**config.mk**
```make
export PLATFORM = sky130hd
export DESIGN_NAME = cache_2vias_ctrl
export DESIGN_NICKNAME = d
export VERILOG_FILES = /design/src/rtl/cache_2vias_ctrl.sv
export SDC_FILE = /design/constraint.sdc
export NUM_CORES = 1
export LEC_CHECK = 0
export CORE_MARGIN = 3
export CORE_UTILIZATION = 30
export CTS_CLUSTER_DIAMETER = 30
export CTS_CLUSTER_SIZE = 40
export DETAILED_ROUTE_END_ITERATION = 7
export HOLD_SLACK_MARGIN = 0.15
export MAX_ROUTING_LAYER = met4
export SLEW_MARGIN = 20
export SYNTH_ARGS = -nofsm -noshare
export SYNTH_HDL_FRONTEND = slang
export SYNTH_SLANG_ARGS = --single-unit
```
**constraint.sdc**
```tcl
create_clock -name clock -period 4.1 [get_ports clock]
set_input_delay 0.615 -clock clock [delete_from_list [all_inputs] [get_ports clock]]
set_output_delay 0.615 -clock clock [all_outputs]
set_load 0.05 [all_outputs]
```
**src/rtl/cache_2vias_ctrl.sv**
```systemverilog
// cache_2vias_ctrl: two-way set-associative write-back cache controller, 1-bit LRU per set
module cache_2vias_ctrl #(
  parameter int N_CONJ = 4,
  parameter int TAG_W = 3,
  parameter int DATA_W = 3,
  localparam int IDX_W = $clog2(N_CONJ),
  localparam int AW = TAG_W + IDX_W
) (
  input  logic              clock,
  input  logic              reset,
  input  logic              req,
  input  logic              we,
  input  logic [AW-1:0]     addr,
  input  logic [DATA_W-1:0] wdata,
  output logic              ready,
  output logic [DATA_W-1:0] rdata,
  output logic              acerto,
  output logic [2:0]        contador_acertos,
  output logic              ocupado,
  output logic              mem_req,
  output logic              mem_we,
  output logic [AW-1:0]     mem_addr,
  output logic [DATA_W-1:0] mem_wdata,
  input  logic [DATA_W-1:0] mem_rdata,
  input  logic              mem_ack
);
  typedef enum logic [1:0] {OCIOSO, COMPARA, GRAVA_MEM, ALOCA} state_t;
  state_t state, nxt;
  logic [1:0]        valid  [N_CONJ];
  logic [1:0]        dirty  [N_CONJ];
  logic [TAG_W-1:0]  tag_m  [N_CONJ][2];
  logic [DATA_W-1:0] data_m [N_CONJ][2];
  logic [N_CONJ-1:0] lru;
  logic [AW-1:0]     a_q;
  logic              we_q, fill, vic_q, ac_q;
  logic [DATA_W-1:0] wd_q, rd_q;
  logic [IDX_W-1:0]  idx;
  logic [TAG_W-1:0]  tg;
  logic              h0, h1, hit, hw, vic, ack;
  logic [DATA_W-1:0] hit_data;
  always_comb begin
    idx = a_q[IDX_W-1:0];
    tg = a_q[AW-1:IDX_W];
    h0 = valid[idx][0] && tag_m[idx][0] == tg;
    h1 = valid[idx][1] && tag_m[idx][1] == tg;
    hit = h0 || h1;
    hw = ~h0;
    vic = !valid[idx][0] ? 1'b0 : !valid[idx][1] ? 1'b1 : lru[idx];
    ack = mem_req && mem_ack;
    ready = state == COMPARA && hit;
    hit_data = we_q ? wd_q : data_m[idx][hw];
    // results are visible during the ready cycle itself, then held
    rdata = ready ? hit_data : rd_q;
    acerto = ready ? ~fill : ac_q;
    ocupado = state != OCIOSO;
    nxt = state;
    case (state)
      OCIOSO:    nxt = req ? COMPARA : OCIOSO;
      COMPARA:   nxt = hit ? OCIOSO : (valid[idx][vic] && dirty[idx][vic]) ? GRAVA_MEM : ALOCA;
      GRAVA_MEM: nxt = ack ? ALOCA : GRAVA_MEM;
      ALOCA:     nxt = ack ? COMPARA : ALOCA;
      default:   nxt = OCIOSO;
    endcase
  end
  always_ff @(posedge clock or posedge reset)
    if (reset) state <= OCIOSO;
    else state <= nxt;
  always_ff @(posedge clock or posedge reset)
    if (reset) begin
      for (int i = 0; i < N_CONJ; i++) begin
        valid[i] <= '0;
        dirty[i] <= '0;
        for (int j = 0; j < 2; j++) begin
          tag_m[i][j] <= '0;
          data_m[i][j] <= '0;
        end
      end
      lru <= '0;
      a_q <= '0;
      we_q <= 1'b0;
      wd_q <= '0;
      rd_q <= '0;
      ac_q <= 1'b0;
      fill <= 1'b0;
      vic_q <= 1'b0;
      contador_acertos <= '0;
      mem_req <= 1'b0;
      mem_we <= 1'b0;
      mem_addr <= '0;
      mem_wdata <= '0;
    end else
      case (state)
        OCIOSO:
          if (req) begin
            a_q <= addr;
            we_q <= we;
            wd_q <= wdata;
          end
        COMPARA:
          if (hit) begin
            rd_q <= hit_data;
            ac_q <= ~fill;
            if (!fill) contador_acertos <= contador_acertos + 3'd1;
            fill <= 1'b0;
            lru[idx] <= ~hw;
            if (we_q) begin
              data_m[idx][hw] <= wd_q;
              dirty[idx][hw] <= 1'b1;
            end
          end else vic_q <= vic;
        GRAVA_MEM:
          if (!mem_req) begin
            mem_req <= 1'b1;
            mem_we <= 1'b1;
            mem_addr <= {tag_m[idx][vic_q], idx};
            mem_wdata <= data_m[idx][vic_q];
          end else if (mem_ack) begin
            mem_req <= 1'b0;
            dirty[idx][vic_q] <= 1'b0;
          end
        ALOCA:
          if (!mem_req) begin
            mem_req <= 1'b1;
            mem_we <= 1'b0;
            mem_addr <= a_q;
          end else if (mem_ack) begin
            mem_req <= 1'b0;
            data_m[idx][vic_q] <= mem_rdata;
            tag_m[idx][vic_q] <= tg;
            valid[idx][vic_q] <= 1'b1;
            dirty[idx][vic_q] <= 1'b0;
            fill <= 1'b1;
          end
        default: ;
      endcase
endmodule

```
Fig. 1: run 1, zoomed window
Region (88, 88) to (108, 108) um. Cells in grey, sequential cells in the stronger grey; small squares are vias.
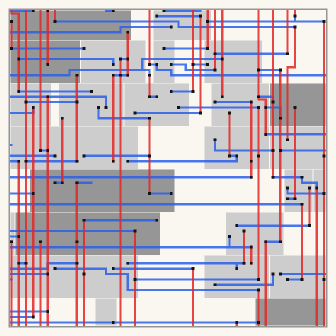
[red] met2
[blue] met1
most frequent: mux2i_1 (6)
cells with their middle in the window: 21
netlist names of flops here include: data_m (3)
sequential cells in the window: 3

Fig. 2: run 1, I/O pins on the die edge
Bar = 50 um. Pins as bars across the die edge, other pins in grey.
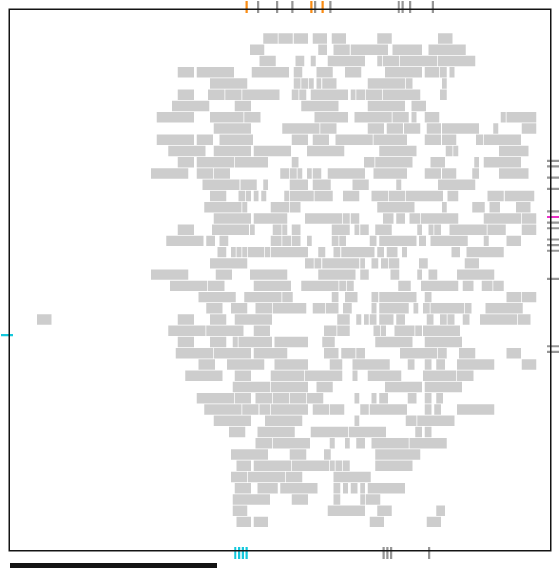
[cyan] addr | pins: 5 | direction: input | edge: 4 south, 1 west
[orange] wdata | pins: 3 | direction: input | edge: north
[magenta] mem_we | pins: 1 | direction: output | edge: east
all pins by edge: 14 east, 12 north, 8 south, 1 west
die outline width: 131 um
Port Buffer Count: 34

Fig. 3: run 1, drive-strength map
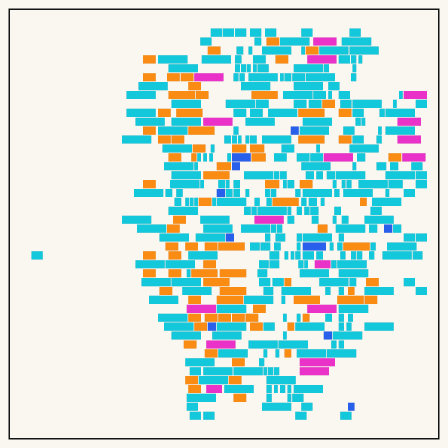
[cyan] drive 1 or less | cells: 297 | share: 73%
[magenta] drive 6 and up | cells: 17 | share: 4.2%
[blue] drive 3 to 4 | cells: 10 | share: 2.5%
[orange] drive 2 | cells: 82 | share: 20%

==> run notes, run 1 <==
impl run done, here's what came out: EDFF count, synth 0, critical path launch point type register, worst reg2reg path startpoint a_q[0]$_DFFE_PP0P_, WL per Instance 17.5 um, cell with the largest stage delay on the worst path sky130_fd_sc_hd__dfrtp_1, TritonCTS Buffers 9, library cell used as clock root buffer sky130_fd_sc_hd__clkbuf_16, Max Buffers Root-to-Sink 2, post-layout min period approximately 3.8 ns, synthesized-area fraction occupied by adder cells 0.268%, post-synthesis cell count from yosys about 370, cell resize tally after clock tree synthesis 0, post-detailed-placement half-perimeter wirelength 7520 um, hold buffers post-CTS 0, worst flop-to-flop path endpoint data_m[3]$_DFFE_PP0P_, antenna violations before repair 0, maximum clock skew at final layout 0.00659 ns, post-synth cell types 38, tally of non-filler cells in the final layout 590, number of storage elements in the synthesis netlist 98, commonest cells after routing, fill and taps aside 98 x sky130_fd_sc_hd__dfrtp_1, 51 x sky130_fd_sc_hd__mux2_2, 37 x sky130_fd_sc_hd__o21ai_0, clock tree buffer count of the final layout 14, clock network area share 5.40%, Worst Setup End Kind primary output, die area ~0.017 sq mm, worst hold endpoint contador_acertos[2]$_DFFE_PP0P_, core footprint 0.0149 sq mm, most used logic cell in the final layout sky130_fd_sc_hd__dfrtp_1, commonest cells in the netlist 98 x sky130_fd_sc_hd__dfrtp_1, 51 x sky130_fd_sc_hd__mux2_2, 37 x sky130_fd_sc_hd__o21ai_0, global-route wire length before repair about 17000 um, combinational gate area 0.00210 sq mm, number of non-clock buffers 41, max-capacitance violation count 0, simple-gate share of the synthesized area 10.5%, share of the synthesized netlist area taken by xor and xnor gates 1.50%, layout overhead on the synthesized area 18.8%, drt drc 0, cell count after synthesis 369, Slew @ Worst Pin 0.805 ns, largest registers data_m: 24 flops, tag_m: 24 flops, Final Max Tran Viols 0, total nets after synthesis about 390, MI comb cells 248, number of optimization iterations in the first detailed-route pass 4, maximum number of pins on one net before global-route repair 39, maximum achievable frequency roughly 0.26 GHz, result of the run completed, sum of negative setup slack 0 ns, Starting DRT DRC Count between 200 and 250, most common cell in the synthesized netlist sky130_fd_sc_hd__dfrtp_1
run 1: power breakdown:
group / internal [mW] / total [mW] / switching [mW]
clock network: 0.506 / 0.857 / 0.351
registers: 1.38 / 1.80 / 0.420
logic: 1.02 / 2.18 / 1.16
total: 2.91 / 4.83 / 1.93
run 1: through the flow:
| step | cell area (sq um) | setup slack (ns) | utilization, % |
|---|---|---|---|
| floorplan | 4660 | 0.493 | - |
| global placement | 5240 | 0.706 | 35.3 |
| detailed placement | 5240 | 0.644 | 35.3 |
| CTS | 5540 | 0.265 | 37.3 |
| global route | 5540 | 0.0170 | 37.3 |
| finish | 5540 | 0.287 | 37.3 |
run 1: per-layer routing:
metal,global-route usage [%],part of all wire (%),vias up
li1,-,-,1383
met1,18.0,47,1544
met2,20.4,49,54
met3,2.11,3.0,11
met4,4.48,1.5,0
met5,-,0,-
Fig. 4: run 1, cell outlines without signal wires
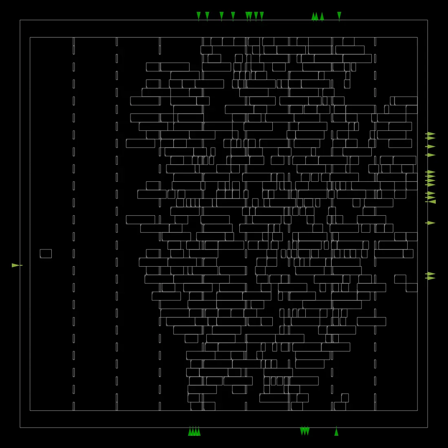

## Run 2: what changed since run 1
--- a/config.mk
+++ b/config.mk
@@ -10,3 +10,3 @@
 export CTS_CLUSTER_DIAMETER = 30
-export CTS_CLUSTER_SIZE = 40
+export CTS_CLUSTER_SIZE = 24
 export DETAILED_ROUTE_END_ITERATION = 7
@@ -14,2 +14,3 @@
 export MAX_ROUTING_LAYER = met4
+export SKIP_LAST_GASP = 1
 export SLEW_MARGIN = 20
--- a/constraint.sdc
+++ b/constraint.sdc
@@ -3,2 +3,2 @@
 set_output_delay 0.615 -clock clock [all_outputs]
-set_load 0.05 [all_outputs]
+set_load 0.005 [all_outputs]
Fig. 5: run 2, cell outlines without signal wires
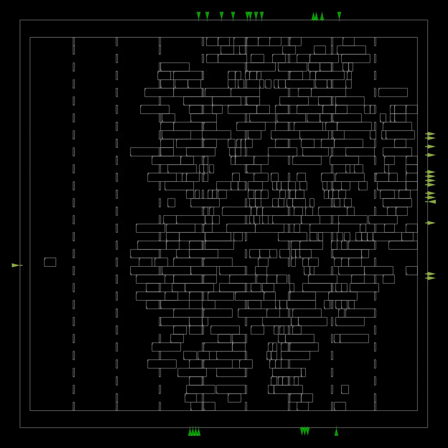
number of cell rows: 44
flip-flops: 98
flop share of the area: 44.4%
core footprint: 0.0149 sq mm
post-layout util: 37.1%

==> run 2 against run 1 <==
Combinational power shrank 16%; largest cell class unchanged; critical endpoint is now acerto; global-route usage rose by 0.088 points; largest power group unchanged; highest routed layer unchanged; sequential share of layout area is 0.18 points higher; final area decreased by 0.41%.
==> run notes, run 2 <==
impl run done, here's what came out: result of the run completed, Placement Setup Slack 0.398 ns, drt drc 0, commonest cells after routing, fill and taps aside 98 x sky130_fd_sc_hd__dfrtp_1, 51 x sky130_fd_sc_hd__mux2_2, 37 x sky130_fd_sc_hd__o21ai_0, die outline width 131 um, hold buffers post-CTS 0, WL per Instance 17.4 um, switching power summed over all nets ~1.7 mW, post-detailed-placement half-perimeter wirelength 7610 um, cell count after synthesis 369, Port Buffer Count 34, number of optimization iterations in the first detailed-route pass 5, die area approximately 0.017 sq mm, commonest cells in the netlist 98 x sky130_fd_sc_hd__dfrtp_1, 51 x sky130_fd_sc_hd__mux2_2, 37 x sky130_fd_sc_hd__o21ai_0, post-synthesis cell count from yosys between 300 and 400, critical path launch point type register, global-route wire length before repair between 15000 and 20000 um, Worst Setup End Kind primary output, Starting DRT DRC Count 203, worst hold endpoint contador_acertos[2]$_DFFE_PP0P_, Max Buffers Root-to-Sink 2, internal power summed over all cells 2.88 mW, least setup slack across all paths after layout 0.265 ns, cell with the largest stage delay on the worst path sky130_fd_sc_hd__dfrtp_1, cell resize tally after clock tree synthesis 0
==> run 2: area by class of cell <==
type / count / area (sq um)
clock inverter: 7 / 101
sequential: 98 / 2450
tap: 184 / 230
clock buffer: 9 / 225
multi-input combinational: 248 / 2110
timing repair buffer: 40 / 385
fill: 1404 / 9350
inverter: 3 / 13.8
==> run 2: power groups by stage <==
stage	clock (mW)	sequential (mW)	combinational, mW
3_5_place_dp	0	1.80	1.84
4_1_cts	0.933	1.79	1.85
3_3_place_gp	0	1.80	1.79
6_report	0.914	1.78	1.84
2_1_floorplan	0	1.56	1.50
5_1_grt	0.971	1.86	2.05
==> run 2: routing by layer <==
layer	share of wire [%]	global-route usage, %	vias to the layer above
li1	-	-	1383
met3	2.5	1.50	8
met1	45	17.3	1499
met2	51	21.6	45
met5	0	-	-
met4	1.4	5.08	0
Power is estimated from default activity; no workload was simulated.
